## config.mk

```make
export PLATFORM = sky130hd
export DESIGN_NAME = clock_core
export DESIGN_NICKNAME = d
export VERILOG_FILES = /design/src/rtl/clock_pkg.sv /design/src/rtl/bcd_split.sv /design/src/rtl/clock_core.sv
export SDC_FILE = /design/constraint.sdc
export NUM_CORES = 1
export LEC_CHECK = 0
export CORE_MARGIN = 8
export CORE_UTILIZATION = 25
export DETAILED_ROUTE_END_ITERATION = 10
export GPL_TIMING_DRIVEN = 0
export PLACE_DENSITY = 0.48
export SYNTH_ARGS = -nofsm -noshare
export SYNTH_HDL_FRONTEND = slang
export SYNTH_SLANG_ARGS = --single-unit
```

## constraint.sdc

```tcl
create_clock -name clk -period 6.2 [get_ports clk]
set_input_delay 1.24 -clock clk [delete_from_list [all_inputs] [get_ports clk]]
set_output_delay 1.24 -clock clk [all_outputs]
set_load 0.01 [all_outputs]
```

## src/rtl/clock_pkg.sv

```systemverilog
// rtl/clock_pkg.sv - shared state encoding and field limits for the time-of-day core
package clock_pkg;

    typedef enum logic [2:0] {
        STOPPED = 3'd0,
        RUNNING = 3'd1,
        SET_HR  = 3'd2,
        SET_MIN = 3'd3,
        SET_SEC = 3'd4
    } state_t;

    localparam logic [5:0] SEC_MAX  = 6'd59;
    localparam logic [5:0] MIN_MAX  = 6'd59;
    localparam logic [4:0] HOUR_MAX = 5'd23;

    function automatic logic is_set_state(input state_t s);
        return (s == SET_HR) || (s == SET_MIN) || (s == SET_SEC);
    endfunction

endpackage

```

## src/rtl/bcd_split.sv

```systemverilog
// rtl/bcd_split.sv - combinational binary 0..59 to tens/ones BCD digit pair
module bcd_split (
    input  logic [5:0] bin_i,
    output logic [3:0] tens_o,
    output logic [3:0] ones_o
);

    logic [5:0] tens_w;
    logic [5:0] ones_w;

    assign tens_w = bin_i / 6'd10;
    assign ones_w = bin_i % 6'd10;
    assign tens_o = tens_w[3:0];
    assign ones_o = ones_w[3:0];

endmodule

```

## src/rtl/clock_core.sv

```systemverilog
// rtl/clock_core.sv - prescaled HH:MM:SS clock with run/stop, field setting, 12/24h display and set-mode blink
import clock_pkg::*;

module clock_core #(
    parameter int CLK_FREQ_HZ = 50_000_000,
    parameter int BLINK_HZ    = 2
) (
    input  logic       clk,
    input  logic       reset_n,
    input  logic       run_toggle,
    input  logic       mode_pulse,
    input  logic       inc_pulse,
    input  logic       fmt_12h,
    output logic [3:0] sec_ones,
    output logic [3:0] sec_tens,
    output logic [3:0] min_ones,
    output logic [3:0] min_tens,
    output logic [3:0] hr_ones,
    output logic [3:0] hr_tens,
    output logic [5:0] blank,
    output logic       pm,
    output logic       running,
    output logic       tick_1hz,
    output logic       day_wrap
);

    localparam int PW         = (CLK_FREQ_HZ > 1) ? $clog2(CLK_FREQ_HZ) : 1;
    localparam int HALF       = CLK_FREQ_HZ / (2 * BLINK_HZ);
    localparam int BW         = (HALF > 1) ? $clog2(HALF) : 1;
    localparam logic [PW-1:0] PRE_MAX   = PW'(CLK_FREQ_HZ - 1);
    localparam logic [BW-1:0] BLINK_MAX = BW'(HALF - 1);

    state_t        state_q, state_d;
    logic [PW-1:0] pre_q, pre_d;
    logic [BW-1:0] blink_cnt_q, blink_cnt_d;
    logic          blink_off_q, blink_off_d;
    logic [5:0]    sec_q, sec_d;
    logic [5:0]    min_q, min_d;
    logic [4:0]    hour_q, hour_d;

    logic          inc_ok;
    logic [4:0]    hour_disp;

    assign tick_1hz = (state_q == RUNNING) && (pre_q == PRE_MAX);
    assign day_wrap = tick_1hz && (sec_q == SEC_MAX) && (min_q == MIN_MAX) && (hour_q == HOUR_MAX);
    // A pulse of higher priority in the same cycle swallows the increment.
    assign inc_ok   = inc_pulse && !mode_pulse && !run_toggle;

    always_comb begin
        state_d = state_q;
        if (mode_pulse) begin
            case (state_q)
                STOPPED, RUNNING: state_d = SET_HR;
                SET_HR:           state_d = SET_MIN;
                SET_MIN:          state_d = SET_SEC;
                default:          state_d = STOPPED;
            endcase
        end else if (run_toggle) begin
            if (state_q == STOPPED)      state_d = RUNNING;
            else if (state_q == RUNNING) state_d = STOPPED;
        end
    end

    always_comb begin
        pre_d = pre_q;
        if (mode_pulse && (state_d == SET_HR)) pre_d = '0;
        else if (tick_1hz)                     pre_d = '0;
        else if (state_q == RUNNING)           pre_d = pre_q + 1'b1;
    end

    // Ticks use carries; set-mode increments wrap within their own field only.
    always_comb begin
        sec_d  = sec_q;
        min_d  = min_q;
        hour_d = hour_q;
        if (tick_1hz) begin
            sec_d = (sec_q == SEC_MAX) ? 6'd0 : sec_q + 6'd1;
            if (sec_q == SEC_MAX) begin
                min_d = (min_q == MIN_MAX) ? 6'd0 : min_q + 6'd1;
                if (min_q == MIN_MAX) hour_d = (hour_q == HOUR_MAX) ? 5'd0 : hour_q + 5'd1;
            end
        end else if (inc_ok) begin
            case (state_q)
                SET_HR:  hour_d = (hour_q == HOUR_MAX) ? 5'd0 : hour_q + 5'd1;
                SET_MIN: min_d  = (min_q == MIN_MAX) ? 6'd0 : min_q + 6'd1;
                SET_SEC: sec_d  = (sec_q == SEC_MAX) ? 6'd0 : sec_q + 6'd1;
                default: ;
            endcase
        end
    end

    always_comb begin
        blink_cnt_d = blink_cnt_q + 1'b1;
        blink_off_d = blink_off_q;
        if (mode_pulse || inc_ok || !is_set_state(state_q)) begin
            blink_cnt_d = '0;
            blink_off_d = 1'b0;
        end else if (blink_cnt_q == BLINK_MAX) begin
            blink_cnt_d = '0;
            blink_off_d = !blink_off_q;
        end
    end

    always_ff @(posedge clk or negedge reset_n) begin
        if (!reset_n) begin
            state_q     <= STOPPED;
            pre_q       <= '0;
            blink_cnt_q <= '0;
            blink_off_q <= 1'b0;
            sec_q       <= '0;
            min_q       <= '0;
            hour_q      <= '0;
        end else begin
            state_q     <= state_d;
            pre_q       <= pre_d;
            blink_cnt_q <= blink_cnt_d;
            blink_off_q <= blink_off_d;
            sec_q       <= sec_d;
            min_q       <= min_d;
            hour_q      <= hour_d;
        end
    end

    always_comb begin
        hour_disp = hour_q;
        if (fmt_12h) begin
            if (hour_q == 5'd0)       hour_disp = 5'd12;
            else if (hour_q > 5'd12)  hour_disp = hour_q - 5'd12;
        end
    end

    always_comb begin
        blank = 6'b000000;
        if (blink_off_q) begin
            case (state_q)
                SET_HR:  blank = 6'b110000;
                SET_MIN: blank = 6'b001100;
                SET_SEC: blank = 6'b000011;
                default: blank = 6'b000000;
            endcase
        end
    end

    assign pm      = (hour_q >= 5'd12);
    assign running = (state_q == RUNNING);

    bcd_split u_sec (.bin_i(sec_q),              .tens_o(sec_tens), .ones_o(sec_ones));
    bcd_split u_min (.bin_i(min_q),              .tens_o(min_tens), .ones_o(min_ones));
    bcd_split u_hr  (.bin_i({1'b0, hour_disp}),  .tens_o(hr_tens),  .ones_o(hr_ones));

endmodule
```

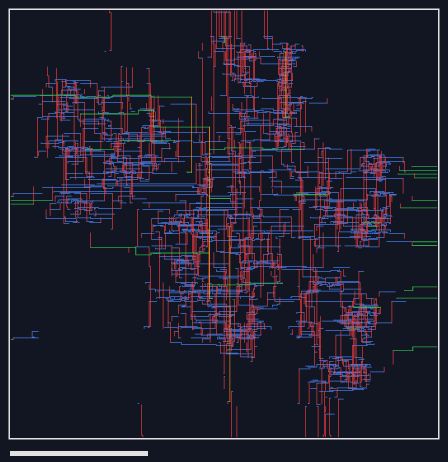
Fig. 1. Wiring by layer (run 1).
Bar = 50 µm.
- metal 3: green (wire length 465 µm)
- metal 4: orange (wire length 182 µm)
- metal 1: blue (wire length 5200 µm)
- metal 2: red (wire length 5220 µm)

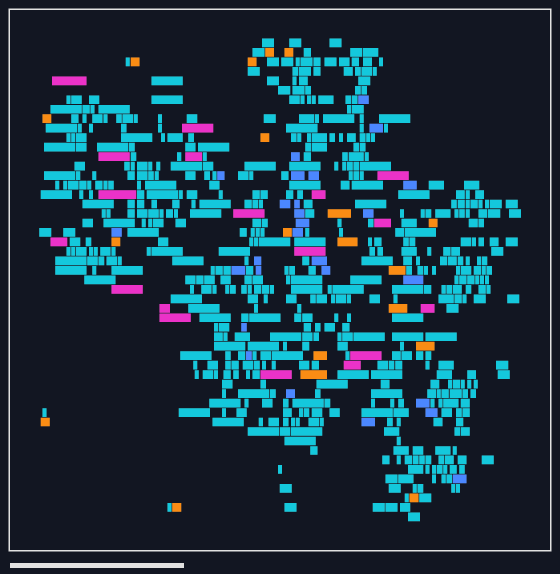
Fig. 2. Drive-strength map (run 1).
Bar = 50 µm.
- _0 and _1 cells: cyan (cells 543; share 89%)
- _2 cells: blue (cells 27; share 4.4%)
- _3 and _4 cells: orange (cells 19; share 3.1%)
- _6 and larger: magenta (cells 18; share 3.0%)

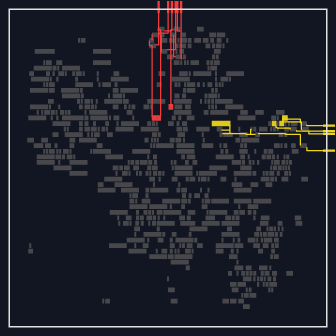
Fig. 3. Port wiring (run 1).
- min_ones: yellow (bits 4; direction output; end cells 4; wire 131 µm)
- blank: red (bits 6; direction output; end cells 3; wire 254 µm)

==> results.txt, run 1 <==
impl run done, here's what came out: Final Critical Period=~5.7 ns, yosys stat area=~4800 µm², final hold viol count=0, Root Driver=clkbuf_16, outcome=completed, post-placement cell area=between 5000 and 6000 µm², largest reg by FF count=pre_q, CP max stage cell=clkdlybuf4s50_1, Post-synth ARST share=100%, Post-Syn Area per Cell=8.73 µm², Largest logic family=simple AND/OR/NAND/NOR gates, Switching Fraction=between 30% and 40%, Min-Delay Path Depth=1, synthesized area=4830 µm², Worst Tran Pin Value=between 0.8 and 0.9 ns, CP endpoint kind=primary output, CTS buffer count=9, full die area=between 20000 and 25000 µm², CP arrival=between 4 and 5 ns, PwrDens=slightly above 300 nW/µm², clock share of power=a little under a third, global-route wire length before repair=between 15000 and 20000 µm, Worst Setup Start Kind=input pin, DIE HEIGHT=between 150 and 200 µm, Yosys Warn Count=0, CP Class=in -> out, Most common reg cell=dfrtp_1, Worst Hold Endpoint=blink_cnt_q[0], min-delay src=blink_cnt_q[0], combinational share of power=a little under two fifths, Final Cycle Share=about 93%, largest net degree at the start of global routing=47, reg2reg end=pre_q[15], final WL=11100 µm, Slew Limit Fails=0, core area=approximately 19000 µm², initial antenna violation count=0, number of synthesized register bits=roughly 70, drt first-iter violations=200, Max-Cap Viols=0, Tot Pwr=between 1.5 and 2 mW, yosys simple share=between 20% and 30%, Final Net Count=roughly 630, worst hold path class=reg -> reg, Peak supply drop=between 100 and 150 µV, Log Warnings=39, Net Sw Power=~0.6 mW, CP Cell Sequence=clkdlybuf4s50_1 -> nand2_1 -> mux2_2 -> a21boi_0 -> ha_1 -> nand2_1 -> a21oi_1 -> a21oi_1 -> ha_1 -> inv_1 -> o211ai_1 -> mux2_2 -> nand3_1 -> clkdlybuf4s50_1, Clock Pin Slew Worst Setup and Hold Paths=~0.060 ns, Max transition margin=~45%
[run 1: kinds of logic after synthesis]
family | after synthesis
fa+ha+maj | 23
flops | 71
buf+inv | 52
compound gates | 96
simple gates | 252
xor+xnor | 47
mux | 11
other cells | 1
[run 1: per-layer routing]
layer | GRT usage [%] | vias to the layer above
met2 | 15.7 | 51
met5 | 0 | -
met1 | 11.7 | 1958
met3 | 2.91 | 15
li1 | - | 2021
met4 | 2.85 | 0
[run 1: metrics by stage]
stage,setup WS (ns),std cells,util (%)
finish,0.461,872,30.5
global route,0.175,872,30.5
CTS,0.441,872,30.5
detailed placement,0.465,856,28.8
global placement,0.487,855,28.7
floorplan,1.66,556,-
[run 1: cell type report]
class	instances	area share, %
Timing Repair Buffer	35	6.24
Buffer	30	3.06
Clock inverter	4	0.876
Multi-Input combinational cell	433	47.8
Inverter	22	1.41
Sequential cell	71	30.4
Tap cell	265	5.66
Clock buffer	12	4.55
[run 1: cell usage in the layout (no fill, tap or decap), drive strengths merged, types with 3 or more instances in the layout]
cell type and instances:
nand2 44, clkdlybuf4s50 33, nand4 17, o22ai 4
o31ai 5, a2bb2oi 3, a21boi 4, nor2b 6
nor4 6, clkbuf 26, nand3 25, nand2b 11
nor3 13, o21a 5, ha 23, buf 18
and3 12, dfrtp 71, a31oi 3, xnor2 19
and2 6, nand3b 4, a21o 5, a22o 3
xor2 28, or3 3, nor2 84, o21ai 24
a21oi 22, o211ai 5, nand4b 3, conb 4
and2b 3, inv 23, and4 9, mux2 9
[run 1: power by group through the flow]
stage | Combinational, mW | Sequential (mW) | Clock (mW)
floorplan | 0.452 | 0.543 | 0
global placement | 0.665 | 0.552 | 0
detailed placement | 0.681 | 0.555 | 0
CTS | 0.686 | 0.546 | 0.566
global route | 0.760 | 0.554 | 0.583
finish | 0.677 | 0.546 | 0.548
==> run 1 -> run 2 <==
--- a/config.mk
+++ b/config.mk
@@ -9,6 +9,7 @@
 export CORE_UTILIZATION = 25
 export DETAILED_ROUTE_END_ITERATION = 10
 export GPL_TIMING_DRIVEN = 0
+export HOLD_SLACK_MARGIN = 0.08
 export PLACE_DENSITY = 0.48
 export SYNTH_ARGS = -nofsm -noshare
 export SYNTH_HDL_FRONTEND = slang
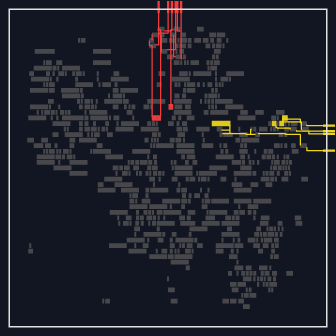
Fig. 4. Port wiring (run 2).
- min_ones: yellow (bits 4; direction output; end cells 4; wire 131 µm)
- blank: red (bits 6; direction output; end cells 3; wire 254 µm)

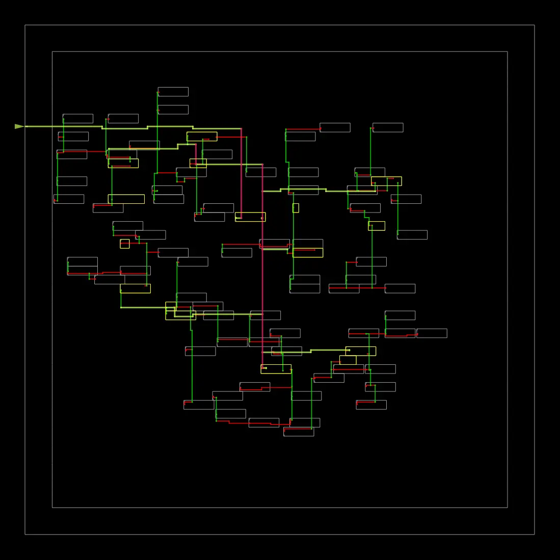
Fig. 5. The clock network (run 2).
clkbuf count: 12
final clock skew: 0.00931 ns
clk_lat worst skew: 0.34 ns

==> run 2 against run 1 <==
Final area unchanged. First-iteration DRC count is the same. Worst setup slack unchanged. Worst hold slack unchanged. Critical path depth stayed put. Utilization stayed put. Combinational power barely moved.
==> results.txt, run 2 <==
impl run done, here's what came out: Max transition margin=44.6% (unchanged), Log Warnings=39 (unchanged), Final Critical Period=5.74 ns (unchanged), final core utilization=30.5% (unchanged), Root Driver=clkbuf_16 (unchanged), Setup crit end=hr_ones[3] (unchanged), global-route wire length before repair=19000 µm (unchanged), Setup Total Neg Slack=0 ns (unchanged), CTS buffer count=9 (unchanged), CP Cell Sequence=clkdlybuf4s50_1 -> nand2_1 -> mux2_2 -> a21boi_0 -> ha_1 -> nand2_1 -> a21oi_1 -> a21oi_1 -> ha_1 -> inv_1 -> o211ai_1 -> mux2_2 -> nand3_1 -> clkdlybuf4s50_1 (unchanged), DIE HEIGHT=155 µm (unchanged), fin cells=872 (unchanged), Max-Cap Viols=0 (unchanged), RSZ-0062 raised after global routing=no (unchanged), Avg WL per Cell=12.7 µm (unchanged), MUX area fraction=2.67% (unchanged), cell family with most CP delay=buffers and inverters (unchanged), min-delay src=blink_cnt_q[0] (unchanged), final hold viol count=0 (unchanged), Largest regs=pre_q (26), blink_cnt_q (24) (unchanged), vias in the first global route=3944 (unchanged), yosys simple share=26.8% (unchanged), core area=19200 µm² (unchanged), Peak supply drop=138 µV (unchanged), Synth cell types=66 (unchanged), Ant. Diodes=0 (unchanged), Yosys Warn Count=0 (unchanged), Most common reg cell=dfrtp_1 (unchanged), CP Class=in -> out (unchanged), Commonest Layout Cell=nor2_1 (unchanged), DRT antenna net count=0 (unchanged), area fraction in xor and xnor cells=8.53% (unchanged), synthesized area=4830 µm² (unchanged), Worst Tran Pin Value=0.824 ns (unchanged), Final Cycle Share=92.6% (unchanged), Post-Syn Area per Cell=8.73 µm² (unchanged), Max Freq=174 MHz (unchanged), CP arrival=4.50 ns (about the same), num ports=40 (unchanged), number of enable flip-flop cells=0 (unchanged), Final Net Count=631 (unchanged), full die area=24000 µm² (unchanged), largest net degree at the start of global routing=47 (unchanged), CTS sink cnt=71 (unchanged), largest reg by FF count=pre_q (unchanged), PwrDens=302 nW/µm² (unchanged), placed cells=856 (unchanged), Worst Setup Start Kind=input pin (unchanged), number of synthesized register bits=71 (unchanged), Top Layout Cells=nor2_1, dfrtp_1, nand2_1 (unchanged), CP endpoint kind=primary output (unchanged), Clock Pin Slew Worst Setup and Hold Paths=0.06 ns (about the same), outcome=completed (unchanged), reg2reg end=pre_q[15] (unchanged), yosys stat area=4830 µm² (unchanged), final WL=11100 µm (unchanged), drt first-iter violations=200 (unchanged), Top-area cell share=36.8% (unchanged), worst hold path class=reg -> reg (unchanged), Yosys Instances=553 (unchanged), Tot Pwr=1.77 mW (unchanged), Post-synth ARST share=100% (unchanged), crit path from=fmt_12h (unchanged), H-tree levels=3 (unchanged), pre-CTS setup slack=0.465 ns (unchanged), CP max stage cell=clkdlybuf4s50_1 (unchanged), initial antenna violation count=0 (unchanged), Largest logic family=simple AND/OR/NAND/NOR gates (unchanged), Slew Limit Fails=0 (unchanged)
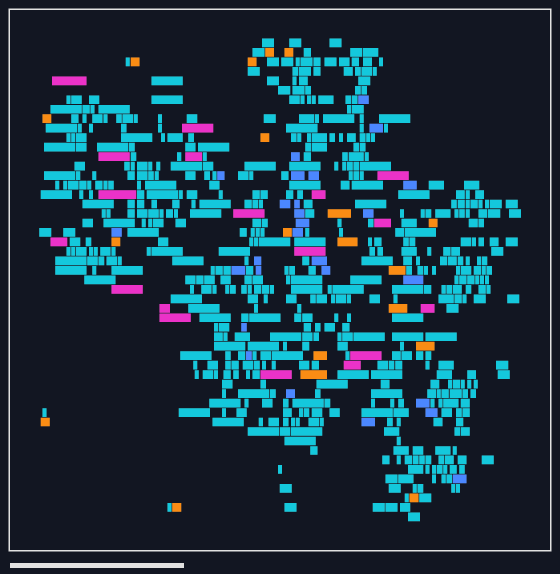
Fig. 6. Drive-strength map (run 2).
Bar = 50 µm.
- _2 cells: blue (cells 27; share 4.4%)
- _0 and _1 cells: cyan (cells 543; share 89%)
- _6 and larger: magenta (cells 18; share 3.0%)
- _3 and _4 cells: orange (cells 19; share 3.1%)
post-route setup slack: 0.461 ns
area delta synth->final: 21.3%
non-clock buffer count: 65
Design Area, Final: 5850 µm²

==> run 2: cell counts after synthesis <==
No cell type changed its count.
==> run 2: power breakdown <==
| part | switching (mW) | total [mW] | internal [mW] |
|---|---|---|---|
| sequential | 0.0413 | 0.546 | 0.504 |
| combinational | 0.363 | 0.677 | 0.313 |
| clock | 0.203 | 0.548 | 0.345 |
| total | 0.608 | 1.77 | 1.16 |
==> run 2: worst reg2reg max path: stages, from the launching register on <==
cell	delay, ns
dfrtp_1	0.37
buf_6	0.14
or3b_2	0.54
nor3_1	0.33
and3_2	0.30
nand2b_1	0.11
buf_2	0.17
buf_2	0.25
nor2_1	0.08
==> run 2: cell type report <==
cell class	instances	area [µm²]
fillers	2050	13400
clock buffers	12	267
well taps	265	332
plain buffers	30	179
flip-flops and latches	71	1780
multi-input cells	433	2800
clock inverters	4	51.3
inverters	22	82.6
repair buffers	35	365
==> run 2: stage by stage <==
stage / hold WS [ns] / area (µm²)
2_1_floorplan: 0.448 / 4840
3_3_place_gp: 0.477 / 5510
3_5_place_dp: 0.500 / 5540
4_1_cts: 0.510 / 5850
5_1_grt: 0.537 / 5850
6_report: 0.500 / 5850
==> run 2: how the worst min path moves through the flow <==
stage / to / slack [ns] / cells past startpoint
2_1_floorplan: blink_cnt_q[0] / 0.45 / 1
3_3_place_gp: blink_cnt_q[0] / 0.48 / 1
3_5_place_dp: blink_cnt_q[0] / 0.50 / 1
4_1_cts: blink_cnt_q[0] / 0.51 / 1
5_1_grt: pre_q[0] / 0.54 / 1
6_report: blink_cnt_q[0] / 0.50 / 1
==> run 2: routing by layer <==
layer  GRT usage [%]  up-vias  share of wire (%)
li1                -     2021                  -
met1            11.7     1958                 47
met2            15.7       51                 47
met3            2.91       15                4.2
met4            2.85        0                1.6
met5               0        -                  0
==> run 2 -> run 3 <==
--- a/config.mk
+++ b/config.mk
@@ -5,12 +5,14 @@
 export SDC_FILE = /design/constraint.sdc
 export NUM_CORES = 1
 export LEC_CHECK = 0
+export CAP_MARGIN = 30
 export CORE_MARGIN = 8
 export CORE_UTILIZATION = 25
 export DETAILED_ROUTE_END_ITERATION = 10
 export GPL_TIMING_DRIVEN = 0
 export HOLD_SLACK_MARGIN = 0.08
 export PLACE_DENSITY = 0.48
+export SKIP_CTS_REPAIR_TIMING = 1
 export SYNTH_ARGS = -nofsm -noshare
 export SYNTH_HDL_FRONTEND = slang
 export SYNTH_SLANG_ARGS = --single-unit
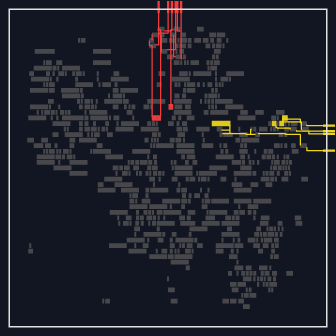
Fig. 7. Port wiring (run 3).
- min_ones: yellow (bits 4; direction output; end cells 4; wire 131 µm)
- blank: red (bits 6; direction output; end cells 3; wire 254 µm)
num ports: 40
IO Port Bufs: 34

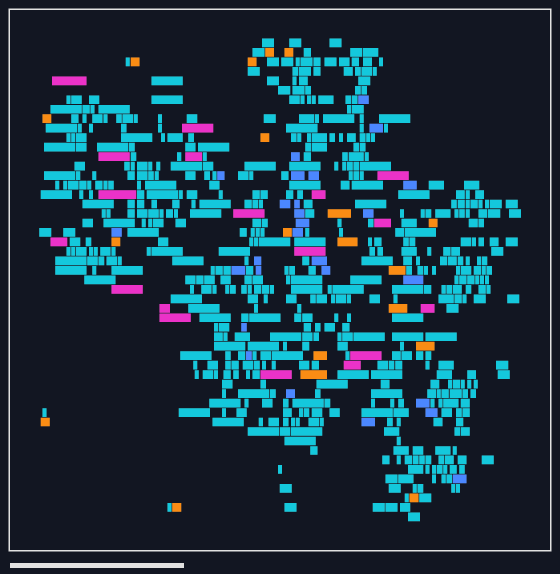
Fig. 8. Drive-strength map (run 3).
Bar = 50 µm.
- _6 and larger: magenta (cells 18; share 3.0%)
- _2 cells: blue (cells 27; share 4.4%)
- _0 and _1 cells: cyan (cells 543; share 89%)
- _3 and _4 cells: orange (cells 19; share 3.1%)

==> run 3 against run 2 <==
Critical endpoint unchanged. Total power is the same. Sequential share of layout area unchanged. Critical path type unchanged. First-iteration DRC count did not move.
==> results.txt, run 3 <==
impl run done, here's what came out: number of enable flip-flop cells=0 (unchanged), reg2reg end=pre_q[15] (unchanged), Final Cycle Share=92.6% (unchanged), Avg WL per Cell=12.7 µm (unchanged), Ant. Diodes=0 (unchanged), yosys simple share=26.8% (unchanged), CP Class=in -> out (unchanged), Commonest Layout Cell=nor2_1 (unchanged), Setup crit end=hr_ones[3] (unchanged), CP max stage cell=clkdlybuf4s50_1 (unchanged), Max-Cap Viols=0 (unchanged), Post-synth ARST share=100% (unchanged), RSZ-0062 raised after global routing=no (unchanged), CP Cell Sequence=clkdlybuf4s50_1 -> nand2_1 -> mux2_2 -> a21boi_0 -> ha_1 -> nand2_1 -> a21oi_1 -> a21oi_1 -> ha_1 -> inv_1 -> o211ai_1 -> mux2_2 -> nand3_1 -> clkdlybuf4s50_1 (unchanged), post-placement cell area=5540 µm² (unchanged), fin cells=872 (unchanged), final clock skew=0.00931 ns (unchanged), largest net degree at the start of global routing=47 (unchanged), number of synthesized register bits=71 (unchanged), Tot Pwr=1.77 mW (unchanged), initial antenna violation count=0 (unchanged), vias in the first global route=3944 (unchanged), area fraction in xor and xnor cells=8.53% (unchanged), synthesized area=4830 µm² (unchanged), largest reg by FF count=pre_q (unchanged), min-delay src=blink_cnt_q[0] (unchanged), Yosys Instances=553 (unchanged), MUX area fraction=2.67% (unchanged), H-tree levels=3 (unchanged), Largest regs=pre_q (26), blink_cnt_q (24) (unchanged), CP arrival=4.50 ns (about the same), DIE HEIGHT=155 µm (unchanged), placed cells=856 (unchanged), worst hold path class=reg -> reg (unchanged), Peak supply drop=138 µV (unchanged), outcome=completed (unchanged), Most common reg cell=dfrtp_1 (unchanged), Root Driver=clkbuf_16 (unchanged), Final Net Count=631 (unchanged), Largest logic family=simple AND/OR/NAND/NOR gates (unchanged), DRT antenna net count=0 (unchanged), Design Area, Final=5850 µm² (unchanged), Clock Pin Slew Worst Setup and Hold Paths=0.06 ns (about the same), final hold viol count=0 (unchanged), Worst Setup Start Kind=input pin (unchanged), fill count=2050 (unchanged), drt first-iter violations=200 (unchanged), Yosys Warn Count=0 (unchanged)
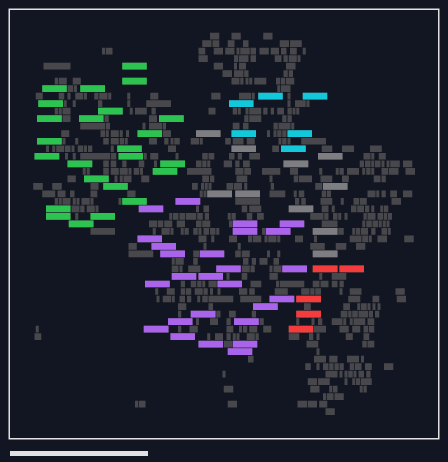
Fig. 9. Sequential cells grouped by signal name (run 3).
Bar = 50 µm. Other sequential cells in the stronger grey, the rest of the logic in the fainter grey.
- sec_q: cyan (placed flops 6)
- pre_q: purple (placed flops 26)
- hour_q: red (placed flops 5)
- blink_cnt_q: green (placed flops 24)
- not coloured: 10
register area: 1780 µm²
final core utilization: 30.5%

==> run 3: worst max-delay path, delay by kind of cell <==
kind / cells / cell delay [ns]
multiplexers: 2 / 0.61
adder cells (fa/ha/maj): 2 / 0.45
buffers and inverters: 3 / 1.11
AND-OR/OR-AND: 4 / 0.81
AND/OR/NAND/NOR: 3 / 0.27
==> run 3: worst min path at each step <==
| stage | cells past startpoint | end |
|---|---|---|
| after floorplan | 1 | blink_cnt_q[0] |
| final | 1 | blink_cnt_q[0] |
| after CTS | 1 | blink_cnt_q[0] |
| after global placement | 1 | blink_cnt_q[0] |
| after global routing | 1 | pre_q[0] |
| after detailed placement | 1 | blink_cnt_q[0] |
==> run 3: power breakdown <==
part	switching (mW)	total (mW)	internal, mW
clock network	0.203	0.548	0.345
logic	0.363	0.677	0.313
registers	0.0413	0.546	0.504
==> run 3: layout make-up <==
class	instances	area share, %
buffer	30	3.06
clock buffer	12	4.55
clock inverter	4	0.876
inverter	22	1.41
multi-input combinational	433	47.8
sequential	71	30.4
tap	265	5.66
timing repair buffer	35	6.24
==> run 3: cells by family after synthesis <==
group | after synthesis
other | 1
adders and majority gates | 23
AOI/OAI and AO/OA | 96
DFF | 71
muxes | 11
buffers and inverters | 52
xor gates and xnor gates | 47
and+or+nand+nor | 252
==> run 3: layer usage <==
metal  up-vias  share of wire, %  global-route usage (%)
met5         -                 0                       0
met4         0               1.6                    2.85
met3        15               4.2                    2.91
met2        51                47                    15.7
met1      1958                47                    11.7
li1       2021                 -                       -
Power figures rest on the tool's default switching activity, not on a simulated workload.
